**src/rtl/snn_ctrl_pkg.sv**
```systemverilog
// Shared types, ASCII response codes and LED codes for the SNN session controller.
package snn_ctrl_pkg;

   typedef enum logic [2:0] {
      IDLE     = 3'd0,
      LOAD     = 3'd1,
      START    = 3'd2,
      CLASSIFY = 3'd3,
      TX_CHAR  = 3'd4,
      TX_WAIT  = 3'd5
   } ctrl_state_t;

   localparam logic [7:0] ASCII_ZERO  = 8'h30;
   localparam logic [7:0] ASCII_QMARK = 8'h3F;
   localparam logic [7:0] ASCII_E     = 8'h45;
   localparam logic [7:0] ASCII_CR    = 8'h0D;
   localparam logic [7:0] ASCII_LF    = 8'h0A;

   localparam logic [7:0] LED_TMO = 8'h80;
   localparam logic [7:0] LED_FMT = 8'h40;

   function automatic logic [7:0] sat_inc8(input logic [7:0] v);
      logic [7:0] r;
      if (v == 8'hFF) r = v;
      else            r = v + 8'd1;
      return r;
   endfunction

   // Format error outranks timeout; out-of-range digits read as unknown.
   function automatic logic [7:0] resp_char(input logic fmt_err, input logic tmo,
                                            input logic [3:0] digit);
      logic [7:0] c;
      if (fmt_err)           c = ASCII_E;
      else if (tmo)          c = ASCII_QMARK;
      else if (digit > 4'd9) c = ASCII_QMARK;
      else                   c = ASCII_ZERO + {4'h0, digit};
      return c;
   endfunction

   function automatic logic [7:0] led_code(input logic fmt_err, input logic tmo,
                                           input logic [3:0] digit);
      logic [7:0] c;
      if (fmt_err)  c = LED_FMT;
      else if (tmo) c = LED_TMO;
      else          c = {4'h0, digit};
      return c;
   endfunction

endpackage

```
**src/rtl/snn_seq_ctrl_if.sv**
```systemverilog
// Handshake bundle between the session controller and the UART, loader and core.
interface snn_seq_ctrl_if;
   logic       rx_rdy;
   logic [7:0] rx_data;
   logic       ld_trigger;
   logic [7:0] ld_data;
   logic       ld_ready;
   logic       core_start;
   logic       core_done;
   logic [3:0] core_digit;
   logic       tx_start;
   logic [7:0] tx_data;
   logic       tx_rdy;
   logic [7:0] led;
   logic       busy;
   logic [7:0] ovr_cnt;

   modport master (
      input  rx_rdy, rx_data, ld_ready, core_done, core_digit, tx_rdy,
      output ld_trigger, ld_data, core_start, tx_start, tx_data, led, busy, ovr_cnt
   );

   modport slave (
      output rx_rdy, rx_data, ld_ready, core_done, core_digit, tx_rdy,
      input  ld_trigger, ld_data, core_start, tx_start, tx_data, led, busy, ovr_cnt
   );
endinterface

```
**src/rtl/snn_wdog.sv**
```systemverilog
// Classification watchdog: counts enabled cycles after a clear and pulses
// expired once when the count reaches TIMEOUT_CYC-1.
module snn_wdog #(
   parameter int TIMEOUT_CYC = 2**20
) (
   input  logic clk,
   input  logic rst_n,
   input  logic clr_i,
   input  logic en_i,
   output logic expired_o
);
   localparam int CW = (TIMEOUT_CYC > 1) ? $clog2(TIMEOUT_CYC) : 1;
   localparam logic [CW-1:0] LAST = CW'(TIMEOUT_CYC - 1);

   logic [CW-1:0] cnt_q;
   logic          fired_q;

   // Counter holds at LAST so the expiry can only fire once per clear.
   always_ff @(posedge clk or negedge rst_n) begin
      if (!rst_n) begin
         cnt_q   <= {CW{1'b0}};
         fired_q <= 1'b0;
      end else if (clr_i) begin
         cnt_q   <= {CW{1'b0}};
         fired_q <= 1'b0;
      end else if (en_i) begin
         if (cnt_q != LAST) cnt_q   <= cnt_q + CW'(1);
         else               fired_q <= 1'b1;
      end
   end

   assign expired_o = en_i && !fired_q && (cnt_q == LAST);

endmodule

```
**src/rtl/snn_seq_ctrl.sv**
```systemverilog
// Session controller: gates rx bytes into the loader, launches the core once per
// image, and reports the result as an ASCII response over the UART transmitter.
module snn_seq_ctrl
   import snn_ctrl_pkg::*;
#(
   parameter int IMG_BYTES   = 98,
   parameter int TIMEOUT_CYC = 2**20,
   parameter bit SEND_CRLF   = 1'b1
) (
   input  logic          clk,
   input  logic          rst_n,
   snn_seq_ctrl_if.master bus
);
   localparam int BW = $clog2(IMG_BYTES + 1);
   localparam logic [BW-1:0] FULL     = BW'(IMG_BYTES);
   localparam logic [1:0]    LAST_IDX = SEND_CRLF ? 2'd2 : 2'd0;

   ctrl_state_t   state_q;
   logic [BW-1:0] byte_cnt_q;
   logic          fmt_err_q;
   logic          tmo_q;
   logic [3:0]    digit_q;
   logic [1:0]    tx_idx_q;
   logic          tx_first_q;
   logic          ld_trigger_q;
   logic [7:0]    ld_data_q;
   logic          core_start_q;
   logic          tx_start_q;
   logic [7:0]    tx_data_q;
   logic [7:0]    led_q;
   logic          busy_q;
   logic [7:0]    ovr_cnt_q;

   logic [7:0]    tx_data_d;
   logic          drop_s;
   logic          wdog_clr_s;
   logic          wdog_en_s;
   logic          wdog_exp_s;

   assign wdog_clr_s = (state_q == START);
   assign wdog_en_s  = (state_q == CLASSIFY);

   snn_wdog #(.TIMEOUT_CYC(TIMEOUT_CYC)) u_wdog (
      .clk       (clk),
      .rst_n     (rst_n),
      .clr_i     (wdog_clr_s),
      .en_i      (wdog_en_s),
      .expired_o (wdog_exp_s)
   );

   // A byte is dropped when busy, when the image is already full, or when it
   // collides with ld_ready.
   assign drop_s = bus.rx_rdy &&
                   ((state_q inside {START, CLASSIFY, TX_CHAR, TX_WAIT}) ||
                    ((state_q == LOAD) && (bus.ld_ready || !(byte_cnt_q < FULL))));

   // Select the response byte for the current position in the sequence.
   always_comb begin
      tx_data_d = resp_char(fmt_err_q, tmo_q, digit_q);
      case (tx_idx_q)
         2'd1:    tx_data_d = ASCII_CR;
         2'd2:    tx_data_d = ASCII_LF;
         default: tx_data_d = resp_char(fmt_err_q, tmo_q, digit_q);
      endcase
   end

   // Session FSM with all outputs registered.
   always_ff @(posedge clk or negedge rst_n) begin
      if (!rst_n) begin
         state_q      <= IDLE;
         byte_cnt_q   <= {BW{1'b0}};
         fmt_err_q    <= 1'b0;
         tmo_q        <= 1'b0;
         digit_q      <= 4'h0;
         tx_idx_q     <= 2'd0;
         tx_first_q   <= 1'b0;
         ld_trigger_q <= 1'b0;
         ld_data_q    <= 8'h00;
         core_start_q <= 1'b0;
         tx_start_q   <= 1'b0;
         tx_data_q    <= 8'h00;
         led_q        <= 8'h00;
         busy_q       <= 1'b0;
         ovr_cnt_q    <= 8'h00;
      end else begin
         ld_trigger_q <= 1'b0;
         core_start_q <= 1'b0;
         tx_start_q   <= 1'b0;
         if (drop_s) ovr_cnt_q <= sat_inc8(ovr_cnt_q);

         case (state_q)
            IDLE: begin
               if (bus.rx_rdy) begin
                  ld_trigger_q <= 1'b1;
                  ld_data_q    <= bus.rx_data;
                  byte_cnt_q   <= BW'(1);
                  busy_q       <= 1'b1;
                  state_q      <= LOAD;
               end
            end
            LOAD: begin
               if (bus.ld_ready) begin
                  if (byte_cnt_q != FULL) fmt_err_q <= 1'b1;
                  state_q <= START;
               end else if (bus.rx_rdy && (byte_cnt_q < FULL)) begin
                  ld_trigger_q <= 1'b1;
                  ld_data_q    <= bus.rx_data;
                  byte_cnt_q   <= byte_cnt_q + BW'(1);
               end
            end
            START: begin
               core_start_q <= 1'b1;
               state_q      <= CLASSIFY;
            end
            CLASSIFY: begin
               // core_done wins over a watchdog expiry in the same cycle.
               if (bus.core_done) begin
                  digit_q  <= bus.core_digit;
                  led_q    <= led_code(fmt_err_q, 1'b0, bus.core_digit);
                  tx_idx_q <= 2'd0;
                  state_q  <= TX_CHAR;
               end else if (wdog_exp_s) begin
                  tmo_q    <= 1'b1;
                  led_q    <= led_code(fmt_err_q, 1'b1, digit_q);
                  tx_idx_q <= 2'd0;
                  state_q  <= TX_CHAR;
               end
            end
            TX_CHAR: begin
               if (bus.tx_rdy) begin
                  tx_start_q <= 1'b1;
                  tx_data_q  <= tx_data_d;
                  tx_first_q <= 1'b1;
                  state_q    <= TX_WAIT;
               end
            end
            TX_WAIT: begin
               // tx_rdy may still read idle the cycle right after tx_start.
               if (tx_first_q) begin
                  tx_first_q <= 1'b0;
               end else if (bus.tx_rdy) begin
                  if (tx_idx_q != LAST_IDX) begin
                     tx_idx_q <= tx_idx_q + 2'd1;
                     state_q  <= TX_CHAR;
                  end else begin
                     fmt_err_q  <= 1'b0;
                     tmo_q      <= 1'b0;
                     byte_cnt_q <= {BW{1'b0}};
                     busy_q     <= 1'b0;
                     state_q    <= IDLE;
                  end
               end
            end
            default: begin
               busy_q  <= 1'b0;
               state_q <= IDLE;
            end
         endcase
      end
   end

   assign bus.ld_trigger = ld_trigger_q;
   assign bus.ld_data    = ld_data_q;
   assign bus.core_start = core_start_q;
   assign bus.tx_start   = tx_start_q;
   assign bus.tx_data    = tx_data_q;
   assign bus.led        = led_q;
   assign bus.busy       = busy_q;
   assign bus.ovr_cnt    = ovr_cnt_q;

endmodule

```
**src/flat_wrapper.sv**
```systemverilog
// flat-port wrapper written by rule: the top's interface ports become plain ports
module snn_seq_ctrl_flat import snn_ctrl_pkg::*;
#(
   parameter int IMG_BYTES   = 98,
   parameter int TIMEOUT_CYC = 2**20,
   parameter bit SEND_CRLF   = 1'b1
)
  (clk, rst_n, bus_rx_rdy, bus_rx_data, bus_ld_ready, bus_core_done, bus_core_digit, bus_tx_rdy, bus_ld_trigger, bus_ld_data, bus_core_start, bus_tx_start, bus_tx_data, bus_led, bus_busy, bus_ovr_cnt);
  snn_seq_ctrl_if bus_i ();
  input  logic clk;
  input  logic rst_n;
  input wire logic [$bits(bus_i.rx_rdy)-1:0] bus_rx_rdy;
  input wire logic [$bits(bus_i.rx_data)-1:0] bus_rx_data;
  input wire logic [$bits(bus_i.ld_ready)-1:0] bus_ld_ready;
  input wire logic [$bits(bus_i.core_done)-1:0] bus_core_done;
  input wire logic [$bits(bus_i.core_digit)-1:0] bus_core_digit;
  input wire logic [$bits(bus_i.tx_rdy)-1:0] bus_tx_rdy;
  output wire logic [$bits(bus_i.ld_trigger)-1:0] bus_ld_trigger;
  output wire logic [$bits(bus_i.ld_data)-1:0] bus_ld_data;
  output wire logic [$bits(bus_i.core_start)-1:0] bus_core_start;
  output wire logic [$bits(bus_i.tx_start)-1:0] bus_tx_start;
  output wire logic [$bits(bus_i.tx_data)-1:0] bus_tx_data;
  output wire logic [$bits(bus_i.led)-1:0] bus_led;
  output wire logic [$bits(bus_i.busy)-1:0] bus_busy;
  output wire logic [$bits(bus_i.ovr_cnt)-1:0] bus_ovr_cnt;
  assign bus_i.rx_rdy = bus_rx_rdy;
  assign bus_i.rx_data = bus_rx_data;
  assign bus_i.ld_ready = bus_ld_ready;
  assign bus_i.core_done = bus_core_done;
  assign bus_i.core_digit = bus_core_digit;
  assign bus_i.tx_rdy = bus_tx_rdy;
  assign bus_ld_trigger = bus_i.ld_trigger;
  assign bus_ld_data = bus_i.ld_data;
  assign bus_core_start = bus_i.core_start;
  assign bus_tx_start = bus_i.tx_start;
  assign bus_tx_data = bus_i.tx_data;
  assign bus_led = bus_i.led;
  assign bus_busy = bus_i.busy;
  assign bus_ovr_cnt = bus_i.ovr_cnt;
  snn_seq_ctrl #(.IMG_BYTES(IMG_BYTES), .TIMEOUT_CYC(TIMEOUT_CYC), .SEND_CRLF(SEND_CRLF)) u_core (.clk(clk), .rst_n(rst_n), .bus(bus_i));
endmodule
```
**config.mk**
```make
export PLATFORM = sky130hd
export DESIGN_NAME = snn_seq_ctrl_flat
export DESIGN_NICKNAME = d
export VERILOG_FILES = /design/src/rtl/snn_ctrl_pkg.sv /design/src/rtl/snn_seq_ctrl_if.sv /design/src/rtl/snn_wdog.sv /design/src/rtl/snn_seq_ctrl.sv /design/src/flat_wrapper.sv
export SDC_FILE = /design/constraint.sdc
export NUM_CORES = 1
export LEC_CHECK = 0
export ABC_AREA = 1
export CORE_ASPECT_RATIO = 0.9
export CORE_MARGIN = 3
export CORE_UTILIZATION = 55
export CTS_CLUSTER_SIZE = 14
export DETAILED_ROUTE_END_ITERATION = 8
export PLACE_DENSITY = 0.79
export SLEW_MARGIN = 20
export SYNTH_ARGS = -nofsm -noshare
export SYNTH_HDL_FRONTEND = slang
export SYNTH_HIERARCHICAL = 1
export SYNTH_SLANG_ARGS = --single-unit
```
**constraint.sdc**
```tcl
create_clock -name clk -period 2.1 [get_ports clk]
set_input_delay 0.42 -clock clk [delete_from_list [all_inputs] [get_ports clk]]
set_output_delay 0.42 -clock clk [all_outputs]
set_load 0.01 [all_outputs]
```
detail.png
Window x 64 to 84, y 57 to 77 µm. Cells in gray, sequential cells in the stronger gray; small squares are vias.
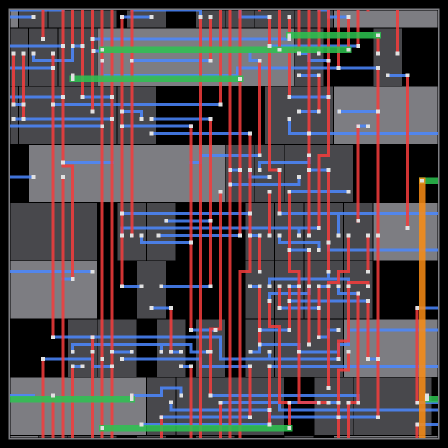
blue -> metal 1
orange -> metal 4
red -> metal 2
green -> metal 3
cells with their middle in the window = 35
sequential cells in the window = 4
netlist names of flops here include = u_core/bus.ovr_cnt (3), u_core/bus.core_start (1)
most frequent = nand2_1 (11), nand3_1 (6), nor2_1 (5)

io_fan.png
Scale: 4 px per µm.
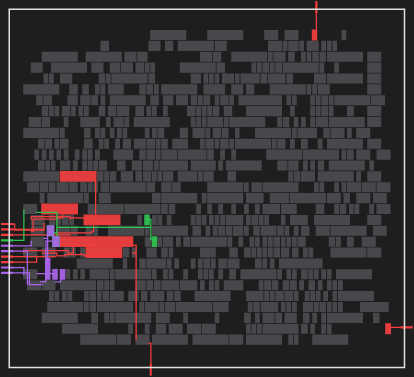
purple -> bus_core_digit  # bits 4, direction input, end cells 6, buffers 4, wire 63.4 µm
red -> bus_led  # bits 8, direction output, end cells 8, buffers 6, wire 197 µm
green -> bus_core_done  # bits 1, direction input, end cells 4, buffers 1, wire 55.2 µm

==> results.sh <==
# flow metrics
export IMPL_status="finished, final reports clean"
export IMPL_p_per_area_nw_per_um2=1130
export IMPL_die_area_um2=8780
export IMPL_clkPwrFrac=0.212
export IMPL_r2r_start="u_core/u_wdog/cnt_q[1]$_DFFE_PN0P_"
export IMPL_drt_met1_wl_mm=4.22
export IMPL_drc=0
export IMPL_n_all_buffers=61
export IMPL_ys_area_um2=4230
export IMPL_grt_pass1_vias=3573
export IMPL_cts_hold_buf=0
export IMPL_drv_slew=0
export IMPL_grtUsageMet1=0.287
export IMPL_dr_first_iter_drc_count=204
export IMPL_xor_area_frac=0.0186
export IMPL_fin_cells=708
export IMPL_drive_gt1_frac=0.151
export IMPL_syn_inst=545
export IMPL_top_usage_layer="met2"
export IMPL_tool_warnings=31
export IMPL_met2_usage=0.386
export IMPL_dr_wl_met3_um=570
export IMPL_post_cts_buffers=0
export IMPL_worst_slack_ns=0.0979
export IMPL_crit_buf_inv=0
export IMPL_p_seq_frac=0.360
export IMPL_r2r_cells=12
export IMPL_routed_wl_mm=9.13
export IMPL_dp_hpwl_mm=6.53
export IMPL_netlist_top_cells_count="168 x nand2_1, 72 x dfrtp_1, 64 x nand3_1"
export IMPL_syn_area_per_cell_um2=7.76
export IMPL_critPathLaunchType="flip-flop"
export IMPL_drt_first_pass_iters=5
export IMPL_grt_ovfl_total=0
export IMPL_setup_viol=0
export IMPL_cts_sinks=72
export IMPL_finalClockPeriodUsage=0.953
export IMPL_topCombFamilyByArea="simple AND/OR/NAND/NOR gates"
export IMPL_clk_pin_slew_worst_paths_ns=0.08
export IMPL_avgViaCountPerCell=5.29
export IMPL_sh_seq_area=0.355
export IMPL_power_switching_uw=2310
export IMPL_wl_met2_mm=4.29
export IMPL_crit_type="flip-flop to flip-flop"
export IMPL_area_growth_synth_to_final_pct=20.1
export IMPL_fin_nets=637
export IMPL_io_buffers=50
export IMPL_clock_path_buffers=2
export IMPL_root_buffer="clkbuf_8"
export IMPL_irDropWorstVdd_mv=0.535
export IMPL_area_leaders="dfrtp_1 43%, nand2_1 15%, nand3_1 7.6%"
export IMPL_pg_comb_uw=2450
export IMPL_hp_class="input port to asynchronous set/reset pin"
export IMPL_finalClockSkew_ns=0.00830
export IMPL_power_uw=5730
export IMPL_final_common_cell="nand2_1"
export IMPL_diodes=0
export IMPL_timing_fmax_ghz=0.499
export IMPL_swShare=0.403
export IMPL_compound_area_frac=0.0825
export IMPL_use_met3=0.0562
export IMPL_max_stage_delay_ns=0.39
export IMPL_wl_per_cell_um=12.9
export IMPL_pg_clk_uw=1210
export IMPL_gp_congestion=0.892
export IMPL_cts_tree="built"
export IMPL_clkCellAreaFrac=0.0434
export IMPL_powerSeq_uw=2060
export IMPL_dp_slack_ns=0.105
export IMPL_rsz0062_at_grt="yes"
export IMPL_cp_slowest_cell="dfrtp_1"
export IMPL_ant_nets=0
export IMPL_track_usage=0.224
export IMPL_rrSetupSlack_ns=0.1
export IMPL_taps=93
export IMPL_initCoreUtil=0.583
export IMPL_fin_area_um2=5080
export IMPL_final_nonclk_buf_share=0.116
export IMPL_ys_seq_frac=0.426
export IMPL_yosys_cells=545
export IMPL_crit_chain="ha_2, nand2_2, nor2_4, nand2_4, nor2_1, nand4_1, nor2_2, nor2_1, nand2_1, nand3_1, nand2_1, o21ai_0"
export IMPL_p_comb_frac=0.428
export IMPL_critPathRequiredTime_ns=2.33
export IMPL_synth_edff_count=0
export IMPL_largest_reg_flops=20
export IMPL_inverters=56
export IMPL_timing_hold_ws_ns=0.0871
export IMPL_arrival_ns=2.23
export IMPL_io_pins=54
export IMPL_cts_resized=0
export IMPL_dp_cells=688
export IMPL_grt_max_degree=73
export IMPL_path_max_fanout=5
export IMPL_critPathCapture="u_core/tx_idx_q[0]$_DFFE_PN0P_"
export IMPL_logic_gate_count=410
export IMPL_r2r_end="u_core/tx_idx_q[0]$_DFFE_PN0P_"
export IMPL_largest_area_cell="dfrtp_1"
export IMPL_internal_power_uw=3420
export IMPL_rows=29
export IMPL_yosysUniqueCellTypes=40
export IMPL_top_power_group="combinational logic"
export IMPL_ys_sh_adder=0.0266
export IMPL_startpoint="u_core/u_wdog/cnt_q[1]$_DFFE_PN0P_"
export IMPL_hold_viol=0
export IMPL_largest_class="logic gates"
export IMPL_chipWidth_um=98.4
export IMPL_numSynthFlops=72
export IMPL_yosys_area_top_type_share=0.426
export IMPL_clock_buffers=10
export IMPL_placed_cell_area_um2=4820
export IMPL_grt_pass1_wl_mm=15.9
export IMPL_num_vias=3748
export IMPL_crit_cells=12
export IMPL_antenna_found_initial=0
export IMPL_final_cell_mix="168 x nand2_1, 72 x dfrtp_1, 64 x nand3_1"
export IMPL_die_y_um=89.2
export IMPL_comb_area_share=0.421
export IMPL_leakage_uw=0.00249
export IMPL_period_needed_ns=2.00
export IMPL_ys_sh_mux=0
export IMPL_maxCapViolations=0
export IMPL_synthSimpleGateAreaFrac=0.372
export IMPL_syn_area_um2=4230
export IMPL_crit_path_end_kind="flip-flop"
export IMPL_yosysMostFrequentCell="nand2_1"
export IMPL_post_route_util=0.700
export IMPL_htreeDepth=3
export IMPL_fin_setup_tns_ns=0
export IMPL_coreArea_um2=7260
export IMPL_critical_path_top_delay_family="simple AND/OR/NAND/NOR gates"
export IMPL_synthArstFlopShare=1.00
export IMPL_comb_area_um2=2140
export IMPL_seq_area_um2=1800
clocks.png
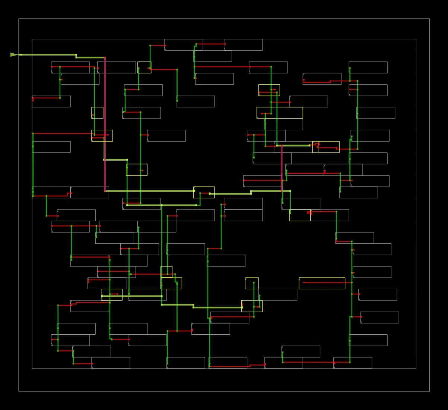
Num CTS Buffers: 9
worst-skew pair later-pin latency: 0.34 ns

layer_met2.png
Scale: 4 px per µm. Cells faint in the background.
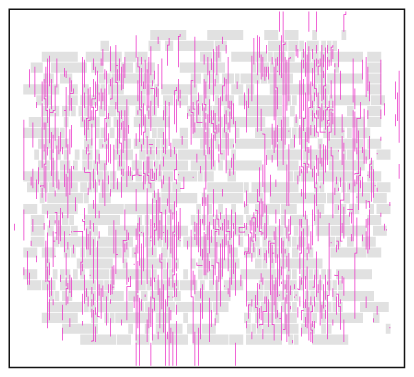
main direction = vertical
longest straight run = 32.6 µm
share of all routed wire = 47%
wire length on this layer = 4290 µm

